`src/rtl/wb_pkg.sv`:
```
// Shared state encoding for the 32-to-16 Wishbone bridge.
package wb_pkg;

  localparam int ST_W = 3;

  localparam logic [ST_W-1:0] ST_IDLE = 3'd0;
  localparam logic [ST_W-1:0] ST_LO   = 3'd1;
  localparam logic [ST_W-1:0] ST_HI   = 3'd2;
  localparam logic [ST_W-1:0] ST_DONE = 3'd3;
  localparam logic [ST_W-1:0] ST_ERR  = 3'd4;

endpackage

```
`src/rtl/wb_wait_timer.sv`:
```
// Wait-state counter for a slave half-cycle; tc_o flags the timeout terminal count.
module wb_wait_timer #(
  parameter int CW       = 4,
  parameter int WAIT_MAX = 15
) (
  input  logic clk_i,
  input  logic reset_ni,
  input  logic clr_i,
  input  logic en_i,
  output logic tc_o
);

  localparam logic [CW-1:0] TERM = CW'(WAIT_MAX);

  logic [CW-1:0] cnt;

  always_ff @(posedge clk_i or negedge reset_ni) begin
    if (!reset_ni)  cnt <= '0;
    else if (clr_i) cnt <= '0;
    else if (en_i)  cnt <= cnt + 1'b1;
  end

  // WAIT_MAX of zero means wait forever
  assign tc_o = (WAIT_MAX != 0) && (cnt == TERM);

endmodule

```
`src/rtl/wb_bridge_32to16.sv`:
```
// Splits one 32-bit Wishbone classic cycle into up to two 16-bit slave cycles, low half first.
module wb_bridge_32to16
  import wb_pkg::*;
#(
  parameter int AW       = 8,
  parameter int WAIT_MAX = 15,
  parameter int CW       = 4
) (
  input  logic          clk_i,
  input  logic          reset_ni,
  input  logic [AW-3:0] m_adr_i,
  input  logic          m_cyc_i,
  input  logic          m_stb_i,
  input  logic          m_we_i,
  input  logic [3:0]    m_sel_i,
  input  logic [31:0]   m_dat_i,
  output logic          m_ack_o,
  output logic          m_err_o,
  output logic [31:0]   m_dat_o,
  output logic [AW-2:0] s_adr_o,
  output logic          s_cyc_o,
  output logic          s_stb_o,
  output logic          s_we_o,
  output logic [1:0]    s_sel_o,
  output logic [15:0]   s_dat_o,
  input  logic          s_ack_i,
  input  logic [15:0]   s_dat_i
);

  logic [ST_W-1:0] state, state_nxt;
  logic [AW-3:0]   adr_q;
  logic            we_q;
  logic [3:0]      sel_q;
  logic [31:0]     wdat_q;
  logic [31:0]     rdat_q;
  logic            req, active, is_hi, tc;

  assign req    = m_cyc_i & m_stb_i;
  assign active = (state == ST_LO) || (state == ST_HI);
  assign is_hi  = (state == ST_HI);

  wb_wait_timer #(
    .CW       (CW),
    .WAIT_MAX (WAIT_MAX)
  ) u_timer (
    .clk_i    (clk_i),
    .reset_ni (reset_ni),
    .clr_i    (!active || s_ack_i),
    .en_i     (active && !s_ack_i),
    .tc_o     (tc)
  );

  // Abort beats ack, ack beats timeout
  always_comb begin
    state_nxt = state;
    case (state)
      ST_IDLE: if (req) begin
        if (|m_sel_i[1:0])      state_nxt = ST_LO;
        else if (|m_sel_i[3:2]) state_nxt = ST_HI;
        else                    state_nxt = ST_DONE;
      end
      ST_LO: begin
        if (!m_cyc_i)    state_nxt = ST_IDLE;
        else if (s_ack_i) state_nxt = (|sel_q[3:2]) ? ST_HI : ST_DONE;
        else if (tc)      state_nxt = ST_ERR;
      end
      ST_HI: begin
        if (!m_cyc_i)    state_nxt = ST_IDLE;
        else if (s_ack_i) state_nxt = ST_DONE;
        else if (tc)      state_nxt = ST_ERR;
      end
      default: state_nxt = ST_IDLE;
    endcase
  end

  always_ff @(posedge clk_i or negedge reset_ni) begin
    if (!reset_ni) begin
      state  <= ST_IDLE;
      adr_q  <= '0;
      we_q   <= 1'b0;
      sel_q  <= '0;
      wdat_q <= '0;
      rdat_q <= '0;
    end else begin
      state <= state_nxt;
      if (state == ST_IDLE && req) begin
        adr_q  <= m_adr_i;
        we_q   <= m_we_i;
        sel_q  <= m_sel_i;
        wdat_q <= m_dat_i;
        rdat_q <= '0;
      end else if (active && s_ack_i && !we_q) begin
        if (is_hi) rdat_q[31:16] <= s_dat_i;
        else       rdat_q[15:0]  <= s_dat_i;
      end
    end
  end

  assign s_cyc_o = active;
  assign s_stb_o = active;
  assign s_we_o  = active & we_q;
  assign s_adr_o = active ? {adr_q, is_hi} : '0;
  assign s_sel_o = active ? (is_hi ? sel_q[3:2] : sel_q[1:0]) : 2'b00;
  assign s_dat_o = active ? (is_hi ? wdat_q[31:16] : wdat_q[15:0]) : 16'h0000;

  assign m_ack_o = (state == ST_DONE);
  assign m_err_o = (state == ST_ERR);
  assign m_dat_o = m_ack_o ? rdat_q : 32'h0;

endmodule

```
`config.mk`:
```
export PLATFORM = sky130hd
export DESIGN_NAME = wb_bridge_32to16
export DESIGN_NICKNAME = d
export VERILOG_FILES = /design/src/rtl/wb_pkg.sv /design/src/rtl/wb_wait_timer.sv /design/src/rtl/wb_bridge_32to16.sv
export SDC_FILE = /design/constraint.sdc
export NUM_CORES = 1
export LEC_CHECK = 0
export ABC_AREA = 1
export CAP_MARGIN = 20
export CORE_ASPECT_RATIO = 1.4
export CORE_MARGIN = 10
export CORE_UTILIZATION = 41
export DETAILED_ROUTE_END_ITERATION = 8
export HOLD_SLACK_MARGIN = 0.12
export PLACE_DENSITY = 0.71
export SLEW_MARGIN = 20
export SYNTH_ARGS = -nofsm -noshare
export SYNTH_HDL_FRONTEND = slang
export SYNTH_SLANG_ARGS = --single-unit
```
`constraint.sdc`:
```
create_clock -name clk_i -period 1.9 [get_ports clk_i]
set_input_delay 0.285 -clock clk_i [delete_from_list [all_inputs] [get_ports clk_i]]
set_output_delay 0.285 -clock clk_i [all_outputs]
set_load 0.01 [all_outputs]
```
==> flow_summary.yaml, run 1 <==
# physical design summary
yosys:
  yosys.stat.seqShare_pct: 52.1
  yosys.area.top_type: "sky130_fd_sc_hd__dfrtp_1"
  avgSynthCellArea_um2: 7.78
  synthesis.instances: 506
  synthTopCellsByArea: "sky130_fd_sc_hd__dfrtp_1 52%, sky130_fd_sc_hd__nand2_1 12%, sky130_fd_sc_hd__inv_1 9.1%"
  synth_unique_cells: 28
  ys_warn_count: 0
  area_of_the_mapped_netlist_um2: 3940
  synth_chip_area_um2: 3940
  syn_nets: 571
  synth_flops: 82
route:
  drc: 0
  met2RoutedLength_um: 4930
  drt_pre_antenna_iters: 4
  post_route_m1_wl_um: 4560
  drt_first_iter_violations: 159
  routed.top_layer: "met4"
  routed_wire_length_um: 10600
  antenna_violating_nets_post_route: 0
  drt_wl_cell_um: 14.1
layout:
  final_cells: 752
  finish.instance_area_um2: 5590
  final-nonclk-buf-share_pct: 22.9
  area.share.sequential_pct: 36.7
  reg_top3: "rdat_q: 32 flops, wdat_q: 32 flops, adr_q: 6 flops"
  seqCellArea_um2: 2050
  inv_count: 99
  proportion_of_layout_cells_with_a_drive_suffix_above_1_pct: 17.1
  antennaDiodeCount: 0
  finish.net_count: 702
floorplanning:
  floorplan.die_area_um2: 14000
  fp-row-count: 42
  std_cell_core_area_um2: 9410
  top_level_ports: 126
  taps: 110
  floorplanUtilization_pct: 41.9
  die_h_um: 136
  die-width_um: 103
timing:
  setup_viol: 5
  final.period_utilization_pct: 101
  setup_total_negative_slack_ns: -0.0364
  final_period_minus_worst_setup_slack_ns: 1.91
  slew-limit-headroom_pct: 73.6
  unrepaired_setup_endpoints_after_global_routing: "yes"
  setup_slack_ns: -0.0121
  timing_worst_slew_pin_value_ns: 0.395
  slew_violations: 0
  fin_hold_ws_ns: 0.347
worst_setup_path:
  critical_path_peak_fanout: 26
  worst-endpoint-required_ns: 1.62
  timing.reg2reg.worst_path_depth: 6
  critPathCaptureType: "output port"
power_and_ir_drop:
  power_combinational_w: 0.00248
  p_int_w: 0.00465
  pwr.group.sequential_w: 0.00275
  power_frac_seq_pct: 38.7
  power_density_nw_per_um2: 1270
  switching_power_w: 0.00247
  cellLeakagePower_nw: 2.92
  power.combinational.fraction_pct: 34.8
  power.total_w: 0.00712
clock_tree:
  clock_sink_count: 82
  clock_tree.buffer_depth: 2
  cts-hold-fix-buffers: 1
  h-tree-depth: 3
  postCtsSetupBuffers: 1
  clkSlewWorstSetupHoldPaths_ns: 0.06
  tritoncts: "done"
  cts-root-buf: "sky130_fd_sc_hd__clkbuf_16"
status:
  status: "finished with violations"
  violated_checks: "negative setup slack"
place:
  rd_place_congestion: 0.810
  numPortBuffers: 125
  pre_cts_ws_ns: -0.0741
  dpl-instance-area_um2: 5360
  place.detailed.instances: 732
grt:
  use_met1_pct: 17.7
  pin_count_of_the_biggest_net_entering_global_routing: 82
  use_met2_pct: 24.2
  grt_first_pass_wirelength_um: 17100
  met3_track_utilization_from_global_routing_pct: 6.10
  number_of_global_route_vias_before_repair: 3660
  gr-total-overflow: 0
  initial_antenna_violation_count: 0
worst_hold_path:
  hold_class: "in -> async"
run 1: synthesized netlist by cell type (all sizes together):
| cell type | number |
|---|---|
| and2 | 1 |
| a31oi | 1 |
| o21ai | 70 |
| buf | 24 |
| a211oi | 1 |
| nand3 | 5 |
| ha | 1 |
| nor3 | 2 |
| nand2 | 132 |
| xor2 | 1 |
| nand4 | 2 |
| a21oi | 26 |
| dfrtp | 82 |
| xnor2 | 1 |
| nor2 | 57 |
| clkbuf | 1 |
| inv | 99 |
run 1: cells by family after synthesis:
kind of cell	count (synthesis)	share of synthesized area, %
compound gates	98	12.7
xor+xnor	2	0.445
fa+ha+maj	1	0.318
buf+inv	124	13.6
flops	82	52.1
simple gates	199	20.8
run 1: worst paths after layout:
check | from | to | slack [ns]
setup / recovery | state[1]$_DFFE_PN0P_ | s_adr_o[6] | -0.01
hold / removal | reset_ni | rdat_q[31]$_DFFE_PN0P_ | 0.35
setup reg to reg | state[0]$_DFFE_PN0P_ | adr_q[5]$_DFFE_PN0P_ | 0.33
hold reg to reg | u_timer.cnt[0]$_DFF_PN0_ | u_timer.cnt[0]$_DFF_PN0_ | 0.46
max in group asynchronous | reset_ni | adr_q[3]$_DFFE_PN0P_ | 1.03
min in group clk_i | u_timer.cnt[0]$_DFF_PN0_ | u_timer.cnt[0]$_DFF_PN0_ | 0.46
run 1: worst max-delay path: stages (launching register included):
cell and delay [ns]:
sky130_fd_sc_hd__dfrtp_1 0.41, sky130_fd_sc_hd__buf_6 0.13, sky130_fd_sc_hd__nand3_4 0.14, sky130_fd_sc_hd__nand2_4 0.09, sky130_fd_sc_hd__inv_8 0.15, sky130_fd_sc_hd__nor2_1 0.07, sky130_fd_sc_hd__dlygate4sd2_1 0.28
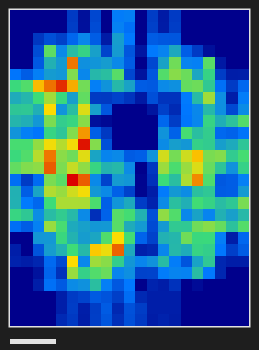
(run_1/metal_density.png)
Bar = 20 µm. The die is cut into 21 by 27 equal tiles; dark blue is low, red is high, scaled to the fullest tile. Values are wire area over tile area, all layers added.
- fullest tile: 0.45
- densest ninth of the die: west
- tiles over half the peak: 18%

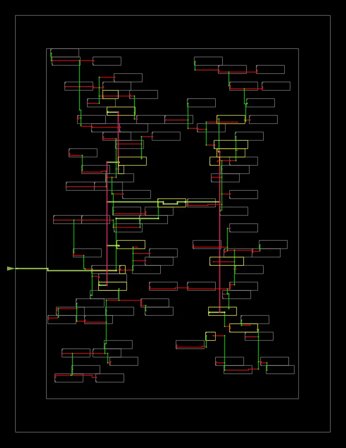
(run_1/clocks.png)
final sequential cell count: 82
Clock group: 0.00189 W
clock latency at the later pin of the worst-skew pair: 0.33 ns
Worst Clk Skew: 0.00760 ns
total of clock buffers placed in the layout: 10

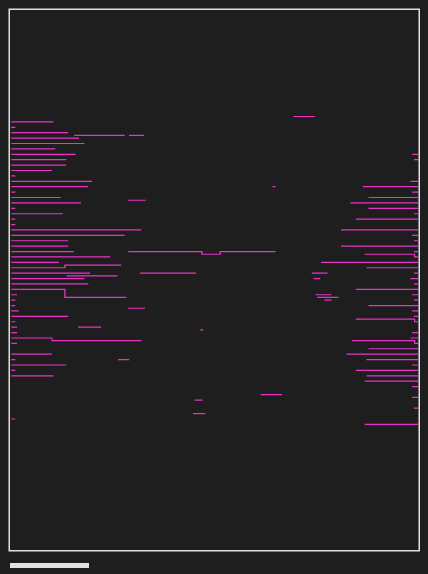
(run_1/layer_met3.png)
Bar = 20 µm.
- main direction: horizontal
- share of all routed wire: 9.6%
- wire length on this layer: 1020 µm
- longest straight run: 32.4 µm
- nets with wire on the layer: 101

==> run_1/placement_by_type.png <==
Fill, decap, tap and diode cells in grey.
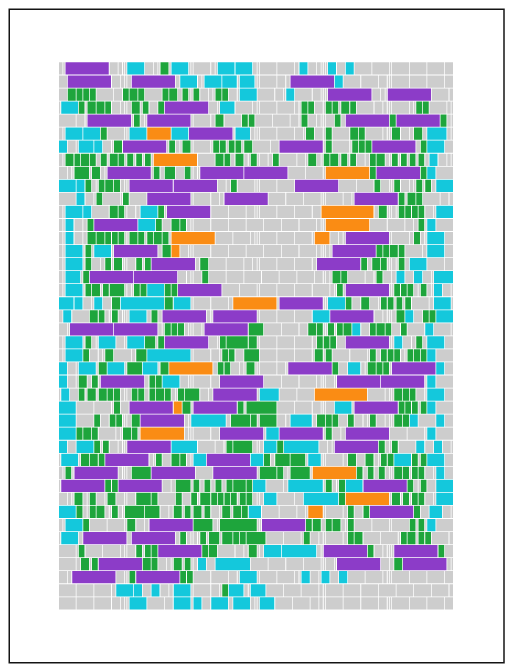

--- run 2 (diff from run 1) ---
- CORE_UTILIZATION: 41 -> 46
- PLACE_DENSITY: 0.71 -> 0.79
- SKIP_LAST_GASP: unset -> 1
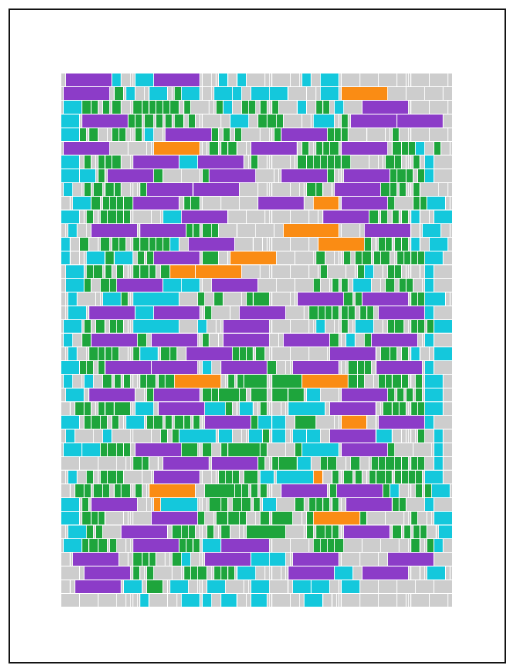
(run_2/placement_by_type.png)
Fill, decap, tap and diode cells in grey.
- green: combinational and other logic (cells 400; share of their area 33%)
- purple: flops (cells 82; share of their area 38%)
- cyan: other buffers and delay cells (cells 146; share of their area 23%)
- orange: clock drivers and dummy loads (cells 15; share of their area 5.7%)

==> flow_summary.yaml, run 2 <==
# physical design summary
status:
  status: "finished clean"
layout:
  antennaDiodeCount: 0
  finish.net_count: 704
  reg_top3: "rdat_q: 32 flops, wdat_q: 32 flops, adr_q: 6 flops"
  post-route-util_pct: 66.9
  proportion_of_layout_cells_with_a_drive_suffix_above_1_pct: 16.3
  finish.instance_area_um2: 5510
  final_cells: 745
  layout_top_cells_excl_fill_tap: "131 x sky130_fd_sc_hd__nand2_1, 93 x sky130_fd_sc_hd__inv_1, 81 x sky130_fd_sc_hd__dfrtp_1"
  area.growth.synth_to_final_pct: 40.0
  layout_top_cell_excl_fill_tap: "sky130_fd_sc_hd__nand2_1"
route:
  detail_route.vias_per_cell: 4.83
  met3_wirelength_um: 1020
  drt_pre_antenna_iters: 5
  post_route_m1_wl_um: 4270
  drt_wl_cell_um: 14.4
  routed_wire_length_um: 10700
  antenna_violating_nets_post_route: 0
  routed.top_layer: "met4"
  via_count: 3602
  met2RoutedLength_um: 5290
  drc: 0
  drt_first_iter_violations: 146
timing:
  setup_slack_ns: 0.0207
  slew_violations: 0
  final_period_minus_worst_setup_slack_ns: 1.88
  slew-limit-headroom_pct: 66.7
  setup_total_negative_slack_ns: 0
  final.period_utilization_pct: 98.9
  report.final.hold_viol_count: 0
  timing_worst_slew_pin_value_ns: 0.500
  fin_hold_ws_ns: 0.458
  setup_viol: 0
  unrepaired_setup_endpoints_after_global_routing: "yes"
  fin_skew_ns: 0.00481
  max_freq_ghz: 0.532
place:
  place.detailed.hpwl_um: 7570
  dpl-instance-area_um2: 5350
  numPortBuffers: 125
  rd_place_congestion: 0.811
  pre_cts_ws_ns: -0.0648
  place.detailed.instances: 724
floorplanning:
  std_cell_core_area_um2: 8250
  floorplanUtilization_pct: 47.7
  die-width_um: 98.2
  die_h_um: 129
  floorplan.die_area_um2: 12700
  top_level_ports: 126
  fp-row-count: 39
power_and_ir_drop:
  maximum_vdd_ir_drop_v: 0.000718
  switching_power_w: 0.00242
  power.total_w: 0.00696
  switching_share_pct: 34.8
  power.combinational.fraction_pct: 35.2
  p_int_w: 0.00454
  power_frac_seq_pct: 39.5
  power_combinational_w: 0.00245
  power_density_nw_per_um2: 1260
  cellLeakagePower_nw: 2.84
  power-top-group: "registers"
  share_clk_of_total_power_pct: 25.2
  powerClk_w: 0.00176
  pwr.group.sequential_w: 0.00275
yosys:
  synthesis.instances: 506
  syn_nets: 571
  yosys-mux-area-fraction_pct: 0
  xor_area_share_pct: 0.445
  yosys.stat.seqShare_pct: 52.1
  synth_flops: 82
  synth_stat.cells: 506
  synth-main-ff-cell: "sky130_fd_sc_hd__dfrtp_1"
  synth_chip_area_um2: 3940
  area_of_the_mapped_netlist_um2: 3940
  avgSynthCellArea_um2: 7.78
  synth.cells.most_frequent: "131 x sky130_fd_sc_hd__nand2_1, 95 x sky130_fd_sc_hd__inv_1, 82 x sky130_fd_sc_hd__dfrtp_1"
  enable_flop_cells: 0
  synth.cellmix.compoundShare_pct: 12.7
  postSynth.asyncResetShare_pct: 100
  synthTopCellsByArea: "sky130_fd_sc_hd__dfrtp_1 52%, sky130_fd_sc_hd__nand2_1 12%, sky130_fd_sc_hd__inv_1 9.1%"
  synth.cellmix.simpleShare_pct: 20.8
  synth_unique_cells: 28
  synth.top_cell.area_share_pct: 52.1
  yosys.area.top_type: "sky130_fd_sc_hd__dfrtp_1"
  yosys.area_share.adder_pct: 0.318
  topCombFamilyByArea: "simple AND/OR/NAND/NOR gates"
  synth_top_cell_by_count: "sky130_fd_sc_hd__nand2_1"
  ys_warn_count: 0
run:
  drv_cap: 0
  tool_warnings: 28
worst_setup_path:
  critical_path.reg2reg.startpoint: "state[0]$_DFFE_PN0P_"
  cp-endpoint: "s_stb_o"
  timing.critical_path.arrival_ns: 1.59
  critical_path_peak_fanout: 5
  reg2reg_slack_ns: 0.24
  timing.setup.critical_path_class: "reg -> out"
  worst-endpoint-required_ns: 1.62
  critPathCaptureType: "output port"
  timing.reg2reg.worst_path_depth: 9
  crit_path_start: "state[2]$_DFFE_PN0P_"
  r2r_endpoint: "rdat_q[2]$_DFFE_PN0P_"
  startpoint_type: "flop"
clock_tree:
  clock_sink_count: 82
  clkSlewWorstSetupHoldPaths_ns: 0.06
  tritoncts: "done"
  cts-root-buf: "sky130_fd_sc_hd__clkbuf_16"
  clkLatencyLatePin_ns: 0.33
  cts-buffers-inserted: 9
  h-tree-depth: 3
  clock_tree.buffer_depth: 2
grt:
  pin_count_of_the_biggest_net_entering_global_routing: 90
  initial_antenna_violation_count: 0
  number_of_global_route_vias_before_repair: 3702
  grt_first_pass_wirelength_um: 17300
  gr-total-overflow: 0
  grt_util_all_layers_pct: 16.3
worst_hold_path:
  hold_class: "in -> async"
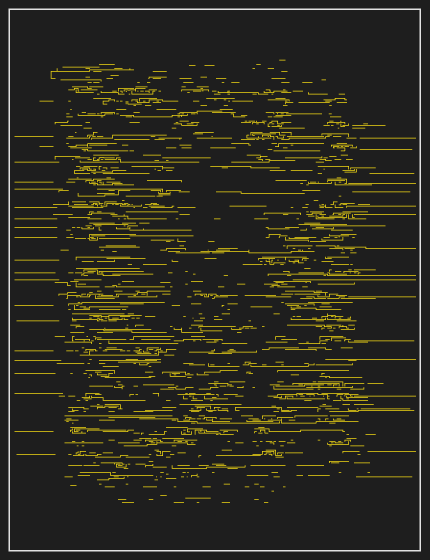
(run_2/layer_met1.png)
- main direction: horizontal
- wire length on this layer: 4270 µm
- share of all routed wire: 40%
- nets with wire on the layer: 646
- longest straight run: 29.4 µm

==> run 2: cell counts after synthesis <==
Identical to the previous run, type by type.
==> run 2: area by class of cell <==
| type | count | area [µm²] |
|---|---|---|
| Tap cell | 102 | 128 |
| Timing Repair inverter | 1 | 8.76 |
| Timing Repair Buffer | 146 | 1260 |
| Sequential cell | 82 | 2050 |
| Clock buffer | 13 | 270 |
| Clock inverter | 2 | 35.0 |
| Fill cell | 680 | 2730 |
| Multi-Input combinational cell | 300 | 1370 |
| Inverter | 99 | 389 |
==> run 2: logic make-up (layout without fill, tap and decap cells) <==
family | after synthesis | after routing
compound gates | 98 | 98
flops | 82 | 82
xor+xnor | 2 | 2
simple gates | 199 | 199
fa+ha+maj | 1 | 1
buf+inv | 124 | 261
==> run 2: worst max-delay path, cell delays in order, from the launching register on <==
cell and delay [ns]:
sky130_fd_sc_hd__dfrtp_1 0.42, sky130_fd_sc_hd__inv_2 0.11, sky130_fd_sc_hd__nand3_4 0.13, sky130_fd_sc_hd__nand2_4 0.18, sky130_fd_sc_hd__buf_4 0.16, sky130_fd_sc_hd__dlygate4sd2_1 0.27
==> run 2: per-layer routing <==
layer	vias up	track usage [%]
met5	-	0
met4	0	5.49
met3	11	7.07
met2	128	27.2
met1	1671	18.4
li1	1792	-
==> run 2: timing repair <==
item,CTS,global route
pin swaps,1,1
endpoints found under the setup margin,62,47
hold endpoints to repair,36,0
hold buffers,1,0
resized,156,53
setup buffers,3,0
cloned,0,3
==> run_2/metal_density.png <==
Bar = 20 µm. The die is cut into 20 by 26 equal tiles; dark blue is low, red is high, scaled to the fullest tile. Values are wire area over tile area, all layers added.
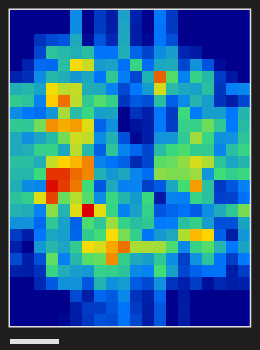

--- run 3 (diff from run 2) ---
- CORE_UTILIZATION: 46 -> 30
- PLACE_DENSITY: 0.79 -> 0.55
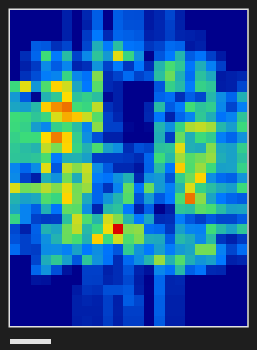
(run_3/metal_density.png)
Bar = 20 µm. The die is cut into 23 by 31 equal tiles; dark blue is low, red is high, scaled to the fullest tile. Values are wire area over tile area, all layers added.
- nearly empty tiles: 20%
- densest ninth of the die: west
- mean over tiles: 0.10
- fullest tile: 0.42
- tiles over half the peak: 14%

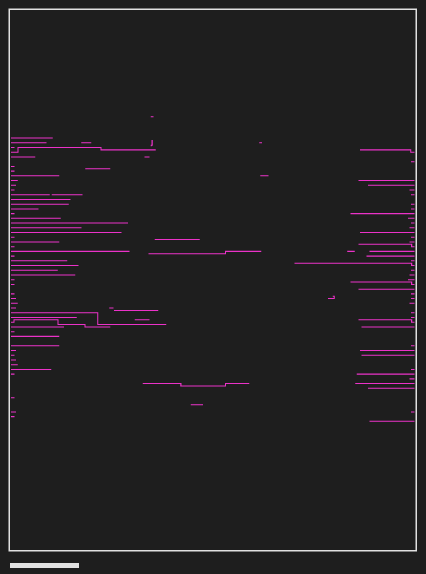
(run_3/layer_met3.png)
Bar = 20 µm.
- nets with wire on the layer: 101
- main direction: horizontal
- longest straight run: 33.8 µm

==> flow_summary.yaml, run 3 <==
# physical design summary
timing:
  fin_hold_ws_ns: 0.371
  max_freq_ghz: 0.523
  setup_total_negative_slack_ns: -0.0115
  timing_worst_slew_pin_value_ns: 0.435
  setup_viol: 1
  final.period_utilization_pct: 101
  unrepaired_setup_endpoints_after_global_routing: "yes"
  slew_violations: 0
  report.final.hold_viol_count: 0
  slew-limit-headroom_pct: 70.9
  final_period_minus_worst_setup_slack_ns: 1.91
  setup_slack_ns: -0.0115
  fin_skew_ns: 0.00473
layout:
  comb_cell_area_um2: 1410
  layout_top_cells_excl_fill_tap: "131 x sky130_fd_sc_hd__nand2_1, 94 x sky130_fd_sc_hd__inv_1, 82 x sky130_fd_sc_hd__dfrtp_1"
  buffer_count_excluding_the_clock_tree_in_the_final_layout: 152
  post-route-util_pct: 43.7
  proportion_of_layout_cells_with_a_drive_suffix_above_1_pct: 19.2
  area.growth.synth_to_final_pct: 42.9
  clock_cell_area_share_pct: 4.60
  layout_fillers: 1324
  clkbuf_count: 10
  inv_count: 99
  reg_top3: "rdat_q: 32 flops, wdat_q: 32 flops, adr_q: 6 flops"
  flop-count: 82
  finish.instance_area_um2: 5630
  antennaDiodeCount: 0
  dominant_cells: "sequential cells"
  final-nonclk-buf-share_pct: 23.7
  seqCellArea_um2: 2050
  comb-cell-share_pct: 25.1
  area.share.sequential_pct: 36.5
  finish.net_count: 709
  layout_top_cell_excl_fill_tap: "sky130_fd_sc_hd__nand2_1"
  final_cells: 800
  combinational_gates: 300
yosys:
  ys_warn_count: 0
  synth_chip_area_um2: 3940
  yosys.stat.seqShare_pct: 52.1
  synthTopCellsByArea: "sky130_fd_sc_hd__dfrtp_1 52%, sky130_fd_sc_hd__nand2_1 12%, sky130_fd_sc_hd__inv_1 9.1%"
  yosys.area_share.adder_pct: 0.318
  synth_unique_cells: 28
  synth.cells.most_frequent: "131 x sky130_fd_sc_hd__nand2_1, 95 x sky130_fd_sc_hd__inv_1, 82 x sky130_fd_sc_hd__dfrtp_1"
  synth.cellmix.simpleShare_pct: 20.8
  yosys-mux-area-fraction_pct: 0
  xor_area_share_pct: 0.445
  synthesis.instances: 506
  enable_flop_cells: 0
  avgSynthCellArea_um2: 7.78
  synth.cellmix.compoundShare_pct: 12.7
  synth_top_cell_by_count: "sky130_fd_sc_hd__nand2_1"
  synth.top_cell.area_share_pct: 52.1
  yosys.area.top_type: "sky130_fd_sc_hd__dfrtp_1"
  synth-main-ff-cell: "sky130_fd_sc_hd__dfrtp_1"
  topCombFamilyByArea: "simple AND/OR/NAND/NOR gates"
  postSynth.asyncResetShare_pct: 100
  synth_flops: 82
  area_of_the_mapped_netlist_um2: 3940
  synth_stat.cells: 506
  syn_nets: 571
power_and_ir_drop:
  share_clk_of_total_power_pct: 22.4
  switching_power_w: 0.00248
  power_frac_seq_pct: 39.4
  cellLeakagePower_nw: 2.90
  power-top-group: "registers"
  power.total_w: 0.00695
  pwr.group.sequential_w: 0.00274
  power_combinational_w: 0.00266
  power.combinational.fraction_pct: 38.2
  p_int_w: 0.00447
  powerClk_w: 0.00156
  switching_share_pct: 35.7
  maximum_vdd_ir_drop_v: 0.000532
  power_density_nw_per_um2: 1240
grt:
  number_of_global_route_vias_before_repair: 3706
  pin_count_of_the_biggest_net_entering_global_routing: 85
  grt_first_pass_wirelength_um: 18600
  initial_antenna_violation_count: 0
  gr-total-overflow: 0
  grt_util_all_layers_pct: 12.7
clock_tree:
  cts-root-buf: "sky130_fd_sc_hd__clkbuf_16"
  clock_tree.buffer_depth: 2
  tritoncts: "done"
  clock_sink_count: 82
  clkLatencyLatePin_ns: 0.33
  h-tree-depth: 3
  clkSlewWorstSetupHoldPaths_ns: 0.06
  cts-buffers-inserted: 9
worst_setup_path:
  r2r_endpoint: "rdat_q[28]$_DFFE_PN0P_"
  critical_path.reg2reg.startpoint: "state[1]$_DFFE_PN0P_"
  cp_cell_sequence: "inv_2 > nand3_4 > nand2_4 > inv_8 > buf_12 > a21oi_1 > buf_2"
  reg2reg_slack_ns: 0.26
  timing.critical_path.arrival_ns: 1.63
  crit_family: "buffers and inverters"
  worst-endpoint-required_ns: 1.62
  timing.setup.critical_path_class: "reg -> out"
  critical_path_peak_fanout: 11
  startpoint_type: "flop"
  critPathMaxStageDelay_ns: 0.41
  critPathCaptureType: "output port"
  critical_path_buf_inv_count: 4
  cpMaxStageDelayCell: "sky130_fd_sc_hd__dfrtp_1"
  timing.reg2reg.worst_path_depth: 9
route:
  via_count: 3563
  drt_wl_cell_um: 14.6
  detail_route.vias_per_cell: 4.45
  drt_pre_antenna_iters: 4
  antenna_violating_nets_post_route: 0
  drt_first_iter_violations: 152
  drc: 0
  routed_wire_length_um: 11700
run:
  drv_cap: 0
  tool_warnings: 28
floorplanning:
  top_level_ports: 126
  die_h_um: 156
  die-width_um: 117
  floorplanUtilization_pct: 30.6
  fp-row-count: 49
  std_cell_core_area_um2: 12900
  floorplan.die_area_um2: 18200
  taps: 153
place:
  place.detailed.instances: 779
  pre_cts_ws_ns: -0.0788
  dpl-instance-area_um2: 5440
  place.detailed.hpwl_um: 8410
  numPortBuffers: 125
  rd_place_congestion: 0.834
worst_hold_path:
  hold_class: "in -> async"
status:
  status: "finished with violations"
  violated_checks: "negative setup slack"
run 3: cell types whose count changed in the layout (fill, tap and decap cells not counted), moves of 2 or more:
cell and change:
sky130_fd_sc_hd__a21oi_2 +8, sky130_fd_sc_hd__clkdlybuf4s15_1 -6, sky130_fd_sc_hd__buf_12 +2, sky130_fd_sc_hd__buf_4 +4, sky130_fd_sc_hd__clkdlybuf4s15_2 +2, sky130_fd_sc_hd__clkbuf_2 -14
sky130_fd_sc_hd__dlygate4sd2_1 -2, sky130_fd_sc_hd__inv_6 -2, sky130_fd_sc_hd__buf_2 +18, sky130_fd_sc_hd__clkbuf_8 -2, sky130_fd_sc_hd__a21oi_1 -9, sky130_fd_sc_hd__clkinv_2 +3
run 3: worst max-delay path by stage:
stage                         start          end  slack (ns)  depth (start not counted)
2_1_floorplan  state[2]$_DFFE_PN0P_  s_dat_o[12]        0.36                          6
3_3_place_gp   state[2]$_DFFE_PN0P_  s_dat_o[12]       -0.03                          7
3_5_place_dp   state[1]$_DFFE_PN0P_  s_dat_o[13]       -0.08                          7
4_1_cts        state[2]$_DFFE_PN0P_  s_dat_o[13]       -0.12                          7
5_1_grt        state[0]$_DFFE_PN0P_  s_dat_o[13]       -0.10                          7
6_report       state[0]$_DFFE_PN0P_   s_dat_o[9]       -0.01                          7
run 3: timing repair:
action,4_1_cts,5_1_grt
pin swaps,0,1
hold buffers,1,0
setup endpoints to repair,61,54
setup buffers,2,1
gates resized,187,59
gates cloned,0,3
endpoints found under the hold margin,18,0
run 3: metal layers:
metal | global-route usage (%) | up-vias | wire length [µm]
met5 | 0 | - | 0
met4 | 4.07 | 0 | 144
met3 | 4.97 | 13 | 980
met2 | 20.2 | 118 | 5430
met1 | 15.3 | 1641 | 5130
li1 | - | 1791 | -
Power figures rest on the tool's default switching activity, not on a simulated workload.
